### config.mk
export PLATFORM = sky130hd
export DESIGN_NAME = fma_issue_scheduler
export DESIGN_NICKNAME = d
export VERILOG_FILES = /design/src/rtl/fma_sched_pkg.sv /design/src/rtl/rr_arbiter.sv /design/src/rtl/fma_issue_scheduler.sv
export SDC_FILE = /design/constraint.sdc
export NUM_CORES = 1
export LEC_CHECK = 0
export CAP_MARGIN = 20
export CORE_AREA = 4 4 214 216
export DETAILED_ROUTE_END_ITERATION = 10
export DIE_AREA = 0 0 218 220
export SLEW_MARGIN = 20
export SYNTH_ARGS = -nofsm -noshare
export SYNTH_HDL_FRONTEND = slang
export SYNTH_SLANG_ARGS = --single-unit
### constraint.sdc
create_clock -name clk -period 4.7 [get_ports clk]
set_clock_uncertainty 0.15 [all_clocks]
set_input_delay 0.705 -clock clk [delete_from_list [all_inputs] [get_ports clk]]
set_output_delay 0.705 -clock clk [all_outputs]
set_load 0.1 [all_outputs]
### src/rtl/fma_sched_pkg.sv
// Shared types and constants for the FMA issue scheduler.
package fma_sched_pkg;

    localparam int FP_W = 32;
    // Tag id width covers the largest supported requester count (8).
    localparam int ID_W = 3;

    typedef enum logic [1:0] {RUN, DRAIN, HELD} state_t;

    typedef struct packed {
        logic            valid;
        logic [ID_W-1:0] id;
    } tag_t;

    localparam logic [FP_W-1:0] FP_ONE   = 32'h3F80_0000;
    localparam logic [FP_W-1:0] FP_TWO   = 32'h4000_0000;
    localparam logic [FP_W-1:0] FP_THREE = 32'h4040_0000;

endpackage

### src/rtl/rr_arbiter.sv
// Combinational round-robin picker: first requester at or after ptr, wrapping.
module rr_arbiter #(
    parameter int N  = 4,
    parameter int PW = 2
) (
    input  logic [N-1:0]  req,
    input  logic [PW-1:0] ptr,
    output logic [N-1:0]  gnt,
    output logic [PW-1:0] idx
);

    // Scan from the pointer; the first hit wins and later hits are ignored.
    always_comb begin
        logic          found;
        logic [PW-1:0] j;
        gnt   = '0;
        idx   = '0;
        found = 1'b0;
        j     = '0;
        for (int k = 0; k < N; k++) begin
            j = PW'((int'(ptr) + k) % N);
            if (!found && req[j]) begin
                found  = 1'b1;
                gnt[j] = 1'b1;
                idx    = j;
            end
        end
    end

endmodule

### src/rtl/fma_issue_scheduler.sv
// Shares one fixed-latency FMA pipe among NUM_REQ requesters: round-robin
// issue, latency-matched owner tags, per-requester credit limit, hold/drain.
module fma_issue_scheduler
    import fma_sched_pkg::*;
#(
    parameter int NUM_REQ = 4,
    parameter int FMA_LAT = 3,
    parameter int MAX_OUT = 2
) (
    input  logic                          clk,
    input  logic                          rst_n,
    input  logic [NUM_REQ-1:0]            req_valid,
    output logic [NUM_REQ-1:0]            req_ready,
    input  logic [NUM_REQ-1:0][FP_W-1:0]  req_a,
    input  logic [NUM_REQ-1:0][FP_W-1:0]  req_b,
    input  logic [NUM_REQ-1:0][FP_W-1:0]  req_c,
    input  logic                          hold,
    output logic                          fma_issue_valid,
    output logic [FP_W-1:0]               fma_a,
    output logic [FP_W-1:0]               fma_b,
    output logic [FP_W-1:0]               fma_c,
    input  logic [FP_W-1:0]               fma_result,
    output logic [NUM_REQ-1:0]            rsp_valid,
    output logic [FP_W-1:0]               rsp_data,
    output logic                          held,
    output logic                          busy
);

    localparam int PW = (NUM_REQ > 1) ? $clog2(NUM_REQ) : 1;
    localparam int CW = $clog2(MAX_OUT + 1);
    localparam logic [CW-1:0] MAX_C = CW'(MAX_OUT);

    state_t                     state, state_nxt;
    logic                       run_ok;
    logic [PW-1:0]              rr_ptr, gnt_idx;
    logic [NUM_REQ-1:0]         elig, gnt;
    logic [NUM_REQ-1:0][CW-1:0] out_cnt;
    tag_t                       tag_pipe [FMA_LAT];
    tag_t                       tail;

    // A credit returning this cycle can be reused immediately, so a
    // requester sitting at the limit is eligible in its response cycle.
    for (genvar i = 0; i < NUM_REQ; i++) begin : g_req
        assign elig[i] = req_valid[i] && run_ok &&
                         ((out_cnt[i] < MAX_C) || rsp_valid[i]);

        a_cnt_max: assert property (@(posedge clk) disable iff (!rst_n)
            out_cnt[i] <= MAX_C);
        a_cnt_ovf: assert property (@(posedge clk) disable iff (!rst_n)
            !(out_cnt[i] == MAX_C && gnt[i] && !rsp_valid[i]));
        a_cnt_unf: assert property (@(posedge clk) disable iff (!rst_n)
            !(out_cnt[i] == '0 && rsp_valid[i] && !gnt[i]));
    end

    rr_arbiter #(.N(NUM_REQ), .PW(PW)) u_arb (
        .req (elig),
        .ptr (rr_ptr),
        .gnt (gnt),
        .idx (gnt_idx)
    );

    assign req_ready       = gnt;
    assign fma_issue_valid = |gnt;
    assign fma_a           = fma_issue_valid ? req_a[gnt_idx] : '0;
    assign fma_b           = fma_issue_valid ? req_b[gnt_idx] : '0;
    assign fma_c           = fma_issue_valid ? req_c[gnt_idx] : '0;

    // Pointer moves past the winner only when something was issued.
    always_ff @(posedge clk or negedge rst_n) begin
        if (!rst_n)
            rr_ptr <= '0;
        else if (fma_issue_valid)
            rr_ptr <= (gnt_idx == PW'(NUM_REQ - 1)) ? '0 : gnt_idx + PW'(1);
    end

    // Owner tags travel alongside the FMA stages; the tail names the result.
    always_ff @(posedge clk or negedge rst_n) begin
        if (!rst_n) begin
            for (int i = 0; i < FMA_LAT; i++) tag_pipe[i] <= '0;
        end else begin
            tag_pipe[0] <= '{valid: fma_issue_valid, id: ID_W'(gnt_idx)};
            for (int i = 1; i < FMA_LAT; i++) tag_pipe[i] <= tag_pipe[i-1];
        end
    end

    assign tail     = tag_pipe[FMA_LAT-1];
    assign rsp_data = fma_result;

    // Decode the tail tag into the one-hot response strobe and the busy flag.
    always_comb begin
        rsp_valid = '0;
        busy      = 1'b0;
        for (int i = 0; i < NUM_REQ; i++)
            rsp_valid[i] = tail.valid && (tail.id == ID_W'(i));
        for (int i = 0; i < FMA_LAT; i++)
            busy = busy | tag_pipe[i].valid;
    end

    // Per-requester in-flight count; grant and response together cancel.
    always_ff @(posedge clk or negedge rst_n) begin
        if (!rst_n) begin
            out_cnt <= '0;
        end else begin
            for (int i = 0; i < NUM_REQ; i++) begin
                if (gnt[i] && !rsp_valid[i])
                    out_cnt[i] <= out_cnt[i] + CW'(1);
                else if (!gnt[i] && rsp_valid[i])
                    out_cnt[i] <= out_cnt[i] - CW'(1);
            end
        end
    end

    // FSM state register.
    always_ff @(posedge clk or negedge rst_n) begin
        if (!rst_n) state <= RUN;
        else        state <= state_nxt;
    end

    // FSM next state: drain completes once nothing is left in the tag pipe.
    always_comb begin
        state_nxt = state;
        case (state)
            RUN:     if (hold) state_nxt = DRAIN;
            DRAIN:   if (!hold)                         state_nxt = RUN;
                     else if (!busy && rsp_valid == '0) state_nxt = HELD;
            HELD:    if (!hold) state_nxt = RUN;
            default: state_nxt = RUN;
        endcase
    end

    // FSM outputs; grants are also gated by reset so they drop asynchronously.
    always_comb begin
        held   = (state == HELD);
        run_ok = rst_n && (state == RUN);
    end

endmodule
met4.png
Drawn at 2 px/um. Supply wires on this layer in grey.
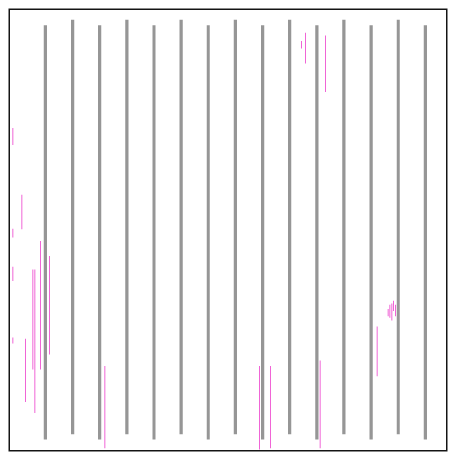
share of all routed wire: 1.7%
nets with wire on the layer: 23

final_congestion.png
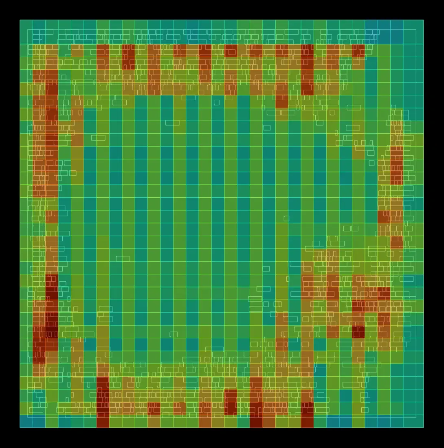
global routing's busiest layer: met2
GRT met1 Usage: 0.162
Avg WL per Cell: 18.2 um
met2 Use GR: 0.241

met1.png
Drawn at 2 px/um. Supply wires on this layer in grey.
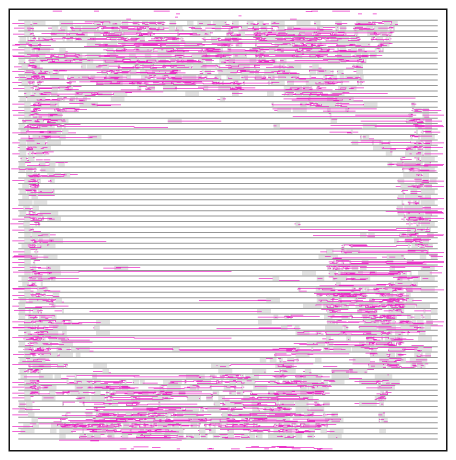
wire length on this layer: 13700 um
longest straight run: 86.0 um
share of all routed wire: 40%

==> impl_metrics.ini <==
; generated from flow reports
[drt]
dr.pass1.iters = 5
wl_mm = 34.1
wl_met2_mm = 17.6
drc = 0
drt_iter0_drc = 443

[floorplanning]
die_x_um = 218
initCoreUtil = 0.108
fp.dieH_um = 220

[setup_path]
path_delay_family = buffers and inverters
crit_chain = clkdlybuf4s50_1, a21boi_0, mux2i_1, o22ai_2, a21oi_2, mux2i_4, buf_12, inv_8, buf_4, a311oi_4, buf_12
cp-start-kind = input port
r2r_cells = 11
crit_slowest_cell = clkdlybuf4s50_1

[logic_synthesis]
synthesis.area_um2 = 4750
syn_avg_cell_area_um2 = 5.84
yosysCellCount = 813
fa_ha_area_frac = 0.0290
yosysTopAreaCellShare = 0.310
synthAoiAreaFrac = 0.219
yosys.area_share.simple = 0.474

[cts]
cts_tree = yes
clock_latency_ns = 0.26
cts_made_buffers = 3

[timing]
fin_worst_hold_slack_ns = 0.198
grt_setup_unrepaired = no
finalCritPeriodShare = 0.971
finalSetupTns_ns = 0
max_freq_mhz = 219
min_period_ns = 4.56
hold_viol = 0
setup_viol = 0

[placed_design]
dp.cells = 1864

[cells_and_area]
instances_no_fill = 1868
top_register = tag_pipe
fin_util = 0.310
buf_share = 0.493
comb_area_um2 = 5490
antennaDiodeCount = 0
largest_reg_flops = 9
synthToLayoutAreaGrowth_pct = 187

[status]
outcome = completed

[worst_hold_path]
min_to = tag_pipe[4]$_DFF_PN0_

[global_routing]
grt_antenna_before_repair = 3
registers.png
Drawn at 2 px/um. Other sequential cells in the stronger grey, the rest of the logic in the fainter grey.
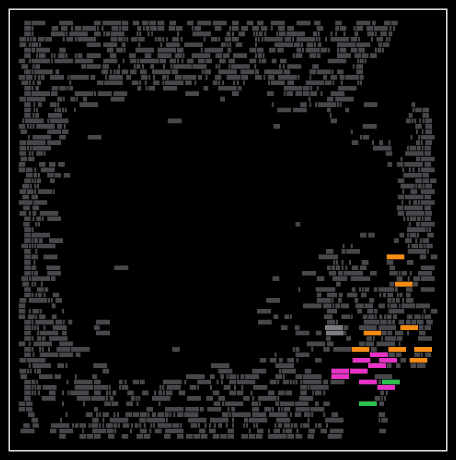
legend:
  state:
    colour: green
    flops: 2
  tag_pipe:
    colour: magenta
    flops: 9
    where: lower right
  out_cnt:
    colour: orange
    flops: 8
    where: lower right
Seq area share: 0.0385

metal_stack.png
Drawn at 2 px/um. Two of the layers only.
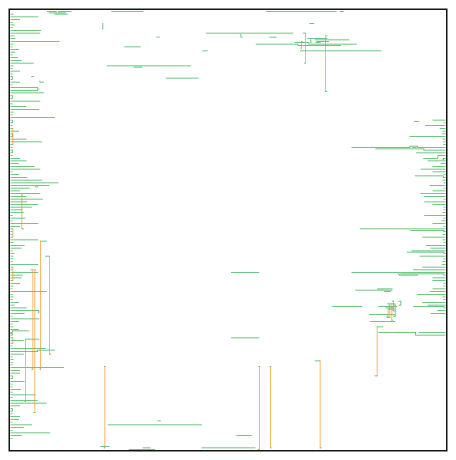
legend:
  met3:
    colour: green
    wire_length: 2190 um
  met4:
    colour: orange
    wire_length: 569 um

